Fig. 1: clock network drawn from the DEF
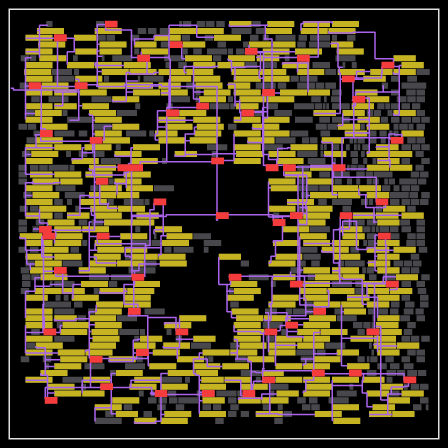
Fig. 2: logic cells by family
Bar = 50 um.
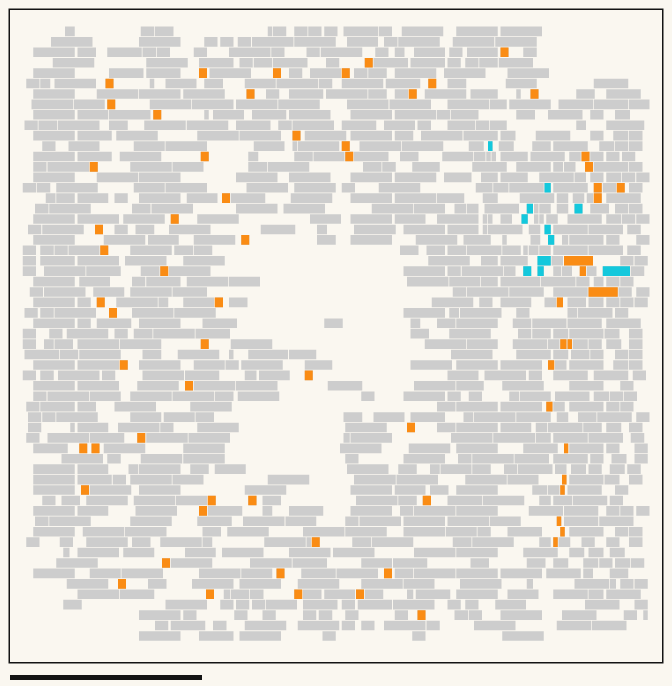
Fig. 3: cell area per tile
17 x 17 tiles, from dark blue (low) to red (high), 0 to 100% covered.
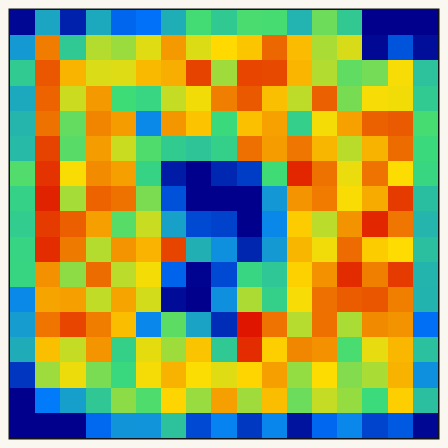
Fig. 4: routed metal, one color a layer
Bar = 50 um.
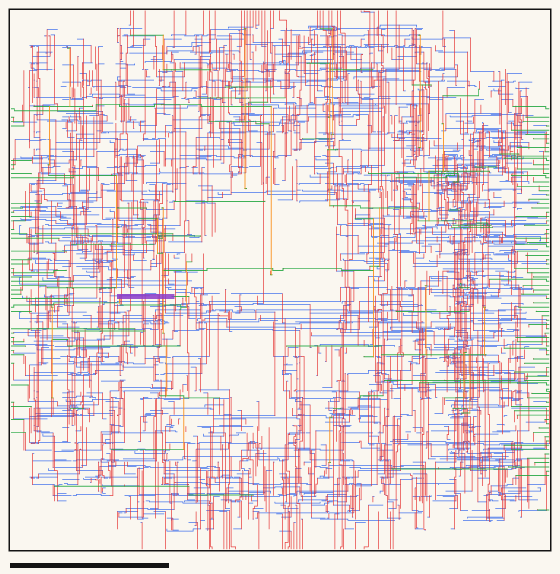
Fig. 5: routing congestion map
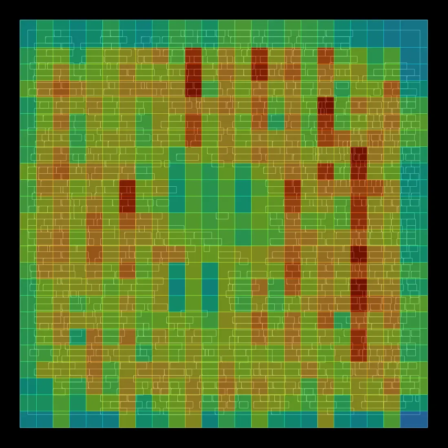
==> src/rtl/io_bus_responder.sv <==
// CPU-bus responder: GPIO latch, synchronized GPIO input, RX FIFO, optional one-shot timer.
// Read data is registered (1-cycle latency); rx_ready = !full. Timer built only with IO_TIMER_EN.
module io_bus_responder #(
  parameter int FIFO_DEPTH = 4,
  parameter int GPIO_WIDTH = 16,
  parameter int ADDR_W     = 8
) (
  input  logic                  clock,
  input  logic                  reset,
  input  logic [ADDR_W-1:0]     address,
  input  logic [63:0]           Databus,
  input  logic                  Write,
  input  logic                  Read,
  output logic [63:0]           data_in,
  output logic [GPIO_WIDTH-1:0] gpio_out,
  input  logic [GPIO_WIDTH-1:0] gpio_in,
  input  logic [63:0]           rx_data,
  input  logic                  rx_valid,
  output logic                  rx_ready,
  output logic                  irq
);

  localparam int PTR_W = $clog2(FIFO_DEPTH);
  localparam int CNT_W = PTR_W + 1;
  localparam int WA_W  = ADDR_W - 3;

  logic [WA_W-1:0] waddr;
  logic            sel_gpo, sel_gpi, sel_rx, sel_stat, sel_tmr;

  assign waddr    = address[ADDR_W-1:3];
  assign sel_gpo  = (waddr == WA_W'(0));
  assign sel_gpi  = (waddr == WA_W'(1));
  assign sel_rx   = (waddr == WA_W'(2));
  assign sel_stat = (waddr == WA_W'(3));
  assign sel_tmr  = (waddr == WA_W'(4));

  logic [GPIO_WIDTH-1:0] gpio_out_q, sync1_q, sync2_q;
  logic [PTR_W-1:0]      wr_ptr_q, wr_ptr_d, rd_ptr_q, rd_ptr_d;
  logic [CNT_W-1:0]      count_q, count_d;
  logic [63:0]           data_q, data_d;
  logic [63:0]           mem_q [FIFO_DEPTH];
  logic                  empty, full, push, pop;
  logic [63:0]           timer_rd;
  logic                  timer_done;

  assign empty    = (count_q == '0);
  assign full     = (count_q == CNT_W'(FIFO_DEPTH));
  assign rx_ready = !full;
  // Full blocks the push even if a pop frees a slot on the same edge.
  assign push     = rx_valid && !full;
  assign pop      = Read && sel_rx && !empty;

  always_comb begin
    wr_ptr_d = wr_ptr_q;
    rd_ptr_d = rd_ptr_q;
    count_d  = count_q;
    if (push) wr_ptr_d = wr_ptr_q + PTR_W'(1);
    if (pop)  rd_ptr_d = rd_ptr_q + PTR_W'(1);
    count_d = count_q + CNT_W'(push) - CNT_W'(pop);
  end

  always_ff @(posedge clock) begin
    if (push) mem_q[wr_ptr_q] <= rx_data;
  end

`ifdef IO_TIMER_EN
  logic [31:0] timer_q, timer_d;
  logic        done_q, done_d;

  // A write on the terminal edge wins over the 1->0 transition.
  always_comb begin
    timer_d = timer_q;
    done_d  = done_q;
    if (Write && sel_tmr) begin
      timer_d = Databus[31:0];
      done_d  = 1'b0;
    end else if (timer_q != '0) begin
      timer_d = timer_q - 32'd1;
      if (timer_q == 32'd1) done_d = 1'b1;
    end
  end

  always_ff @(posedge clock or negedge reset) begin
    if (!reset) begin
      timer_q <= '0;
      done_q  <= 1'b0;
    end else begin
      timer_q <= timer_d;
      done_q  <= done_d;
    end
  end

  assign timer_rd   = {32'b0, timer_q};
  assign timer_done = done_q;
`else
  assign timer_rd   = '0;
  assign timer_done = 1'b0;
`endif

  assign irq = timer_done;

  always_comb begin
    data_d = '0;
    if (Read) begin
      if (sel_gpo)  data_d = 64'(gpio_out_q);
      if (sel_gpi)  data_d = 64'(sync2_q);
      if (sel_rx && !empty) data_d = mem_q[rd_ptr_q];
      if (sel_stat) begin
        data_d[0]   = empty;
        data_d[1]   = full;
        data_d[7:2] = 6'(count_q);
        data_d[8]   = timer_done;
      end
      if (sel_tmr)  data_d = timer_rd;
    end
  end

  always_ff @(posedge clock or negedge reset) begin
    if (!reset) begin
      gpio_out_q <= '0;
      sync1_q    <= '0;
      sync2_q    <= '0;
      wr_ptr_q   <= '0;
      rd_ptr_q   <= '0;
      count_q    <= '0;
      data_q     <= '0;
    end else begin
      if (Write && sel_gpo) gpio_out_q <= Databus[GPIO_WIDTH-1:0];
      sync1_q  <= gpio_in;
      sync2_q  <= sync1_q;
      wr_ptr_q <= wr_ptr_d;
      rd_ptr_q <= rd_ptr_d;
      count_q  <= count_d;
      data_q   <= data_d;
    end
  end

  assign data_in  = data_q;
  assign gpio_out = gpio_out_q;

  logic unused_bits;
  assign unused_bits = ^{address[2:0], Databus};

endmodule

==> config.mk <==
export PLATFORM = sky130hd
export DESIGN_NAME = io_bus_responder
export DESIGN_NICKNAME = d
export VERILOG_FILES = /design/src/rtl/io_bus_responder.sv
export SDC_FILE = /design/constraint.sdc
export NUM_CORES = 1
export LEC_CHECK = 0
export CORE_MARGIN = 3
export CORE_UTILIZATION = 50
export CTS_BUF_LIST = sky130_fd_sc_hd__clkbuf_4 sky130_fd_sc_hd__clkbuf_8
export DETAILED_ROUTE_END_ITERATION = 8
export PLACE_DENSITY = 0.76
export SLEW_MARGIN = 40
export SYNTH_ARGS = -nofsm -noshare
export SYNTH_HDL_FRONTEND = slang
export SYNTH_SLANG_ARGS = --single-unit
==> constraint.sdc <==
create_clock -name clock -period 4.1 [get_ports clock]
set_input_delay 0.82 -clock clock [delete_from_list [all_inputs] [get_ports clock]]
set_output_delay 0.82 -clock clock [all_outputs]
set_load 0.02 [all_outputs]
==> flow_summary.toml <==
# physical design summary
[detailed_routing]
route.detailed.vias_per_inst = 5.45
drt-pass1-iter-count = 4
antenna_left = 0
detail_route.drc_violations = 0
initialDrtViolationCount = 425

[cells_and_area]
flow.area_growth_from_synthesis_pct = 28.3
diodes = 0
highest_count_logic_cell_in_the_final_layout = "edfxtp_1"
num-nets-final = 1026
final_layout_size_suffix_gt1_share_pct = 24.6
layout_top_cells = "edfxtp_1 (256), clkdlybuf4s50_1 (185), dfrtp_1 (117)"

[synth]
postSynth.topFlopCell = "edfxtp_1"
top_area_cell = "edfxtp_1"
fp_nets = 792
synth-cells-yosys = 628
synth-xor-area-share_pct = 0.325
top_cell = "edfxtp_1"
netlist_top_cells_count = "edfxtp_1 (256), dfrtp_1 (119), mux4_2 (64)"
ys.warnings.count = 0
ys_chip_area_um2 = 13500
adder_share_pct = 0.706
syn-cell-area_um2 = 13500
simple_gate_area_share_of_the_yosys_netlist_pct = 3.95
async_reset_ff_share_pct = 31.7
yosys.area.top_type_share_pct = 57.1
distinct_cell_type_count_of_the_synthesized_netlist = 31
synth.ff_latch_count = 375
mux_share_of_post_synthesis_cell_area_pct = 13.0
top_logic_kind = "multiplexers"
netlist_instances = 628
edf_count = 256
synth.area.top_cells = "edfxtp_1 (57%), dfrtp_1 (22%), mux4_2 (11%)"
synth.cellmix.compoundShare_pct = 1.47
syn_avg_cell_area_um2 = 21.5
synth_seq_share_pct = 79.2

[clock_tree]
clockRootBuffer = "clkbuf_8"
cts.repair_timing.setup_buffer_count = 0
number_of_h_tree_branching_levels = 2
cts-resized-gates = 0
number_of_buffers_inserted_for_hold_repair_after_clock_tree_synthesis = 0
clock_tree_from_tritoncts = "done"
clkSlewWorstSetupHoldPaths_ns = 0.06
cts_made_buffers = 58
cts_sinks = 375
cts_buffer_depth = 3
clock.latency.late_pin_ns = 0.58

[final_timing]
post-route-period-util_pct = 73.0
rsz0062_at_grt = "no"
minimum_clock_period_after_layout_ns = 2.99
timing_hold_violations_final = 0
max_slew_margin_pct = 54.8
timing.fmax_mhz = 334
totalNegativeSetupSlack_ns = 0
timing_max_transition_violations_final = 0
timing_worst_slew_pin_value_ns = 0.678
worst_slack_ns = 1.11
fin_skew_ns = 0.0182
finalSetupViolCount = 0

[global_route]
grt_max_degree = 94
via_count_of_the_first_global_routing_pass = 7448
grt_overflow = 0
antenna_found_initial = 1
first_pass_grt_wire_length_mm = 41.4

[pwr]
max-vdd-ir-drop_v = 0.000346
fin_total_pwr_mw = 10.3
p_leak_nw = 6.23
power-per-cell-area_nw_per_um2 = 597

[flow_run]
log.warning_count = 80
max_cap_viol_count = 0

[min_path]
worstHoldPathType = "in2async"

[die]
die.size.x_um = 170
num_rows = 59
dieHeight_um = 170
die_area_um2 = 29000
floorplan.io_pins = 239

[placement]
detailedPlacementHpwl_mm = 16.1
gp_routability_congestion = 0.846
dp_worst_setup_slack_ns = 0.796
port_buffers = 186

[critical_path]
rrSetupSlack_ns = 1.55
worstPathMaxFanout = 7
timing.critical_path.arrival_ns = 2.17
critical_path_required_ns = 3.28
startpoint_type = "flip-flop"
worst_flop_to_flop_path_startpoint = "count_q[1]"
timing_worst_setup_path_type = "reg2out"
critical_path.startpoint = "count_q[1]"
critPathCaptureType = "output port"

[outcome]
outcome = "completed"
## Picture notes: Fig. 1
[purple] clock wires | length: 4310 um
[yellow] flip-flops | count: 375
[red] cells driving clock nets | count: 58
routed clock nets: 59

## Picture notes: Fig. 2
| color | family | cells |
|---|---|---|
| orange | NOR gates | 67 |
| cyan | NAND gates | 11 |

## Picture notes: Fig. 3
fullest tile: 98%
mean over tiles: 58%
emptiest ninth of the die: middle
tiles over 75% full: 36%
nearly empty tiles: 5.9%
standard cell core area: 26300 um^2
Core Util at FP: 51.3%
core utilization of the finished layout: 65.8%

## Picture notes: Fig. 4
| color | layer | wire length |
|---|---|---|
| red | met2 | 13000 um |
| orange | met4 | 603 um |
| blue | met1 | 11000 um |
| green | met3 | 1930 um |
| purple | met5 | 16.6 um |
detailed-route wire length: 26.6 mm
detailed-route via count: 6790
overall fraction of global-route tracks in use: 18.6%

## Picture notes: Fig. 5
met3 Use GR: 4.67%
wire length per cell after detailed routing: 21.3 um
grt met1 use: 24.9%
GR peak layer: met2
met2 Use GR: 30.7%

per-layer routing:
layer	part of all wire [%]	GRT usage [%]	wire, um
met1	41	24.9	11000
met2	49	30.7	13000
met3	7.3	4.67	1930
met4	2.3	5.96	603
met5	0.060	0	16
critical path, cell delays in order (launching register included):
cell	delay, ns
dfrtp_1	0.45
or3b_2	0.57
clkdlybuf4s50_1	0.59
flip-flops by register name, indices dropped and copies added, names as in the netlist:
signal and count:
rd_ptr_q 2, count_q 3, mem_q 256, data_in 64
gpio_out 16, sync2_q 16, wr_ptr_q 2, sync1_q 16
where the power goes:
group / total [mW] / internal (mW) / leakage [nW] / switching [mW]
sequential: 4.95 / 4.72 / 3.90 / 0.236
combinational: 2.02 / 1.08 / 1.64 / 0.935
clock: 3.35 / 1.97 / 0.687 / 1.38
metrics by stage:
stage	instances	hold slack, ns	instance area, um^2
final	1247	0.143	17300
after global placement	1125	0.334	15700
after CTS	1245	0.300	17200
after floorplan	628	0.331	13500
after detailed placement	1135	0.337	15900
after global routing	1247	0.133	17300
path summary, 6_finish.rpt:
kind                                to  cells past startpoint
setup / recovery              rx_ready                      2
hold / removal             gpio_out[3]                      1
setup reg to reg            count_q[2]                      9
hold reg to reg             sync2_q[0]                      0
max in group asynchronous   sync1_q[9]                      2
min in group clock          sync2_q[0]                      0
logic make-up after synthesis:
| logic type | Yosys count |
|---|---|
| flops | 375 |
| mux | 92 |
| simple gates | 85 |
| buf+inv | 40 |
| compound gates | 23 |
| fa+ha+maj | 7 |
| xor+xnor | 5 |
| other cells | 1 |
layout make-up:
cell class	count	area, um^2
Sequential cell	375	10700
Fill cell	1748	9000
Multi-Input combinational cell	213	2670
Timing Repair Buffer	205	2180
Clock buffer	88	1100
Tap cell	335	419
Clock inverter	22	204
Inverter	9	33.8
No activity file was given, so power comes from the tool's default toggle rates.
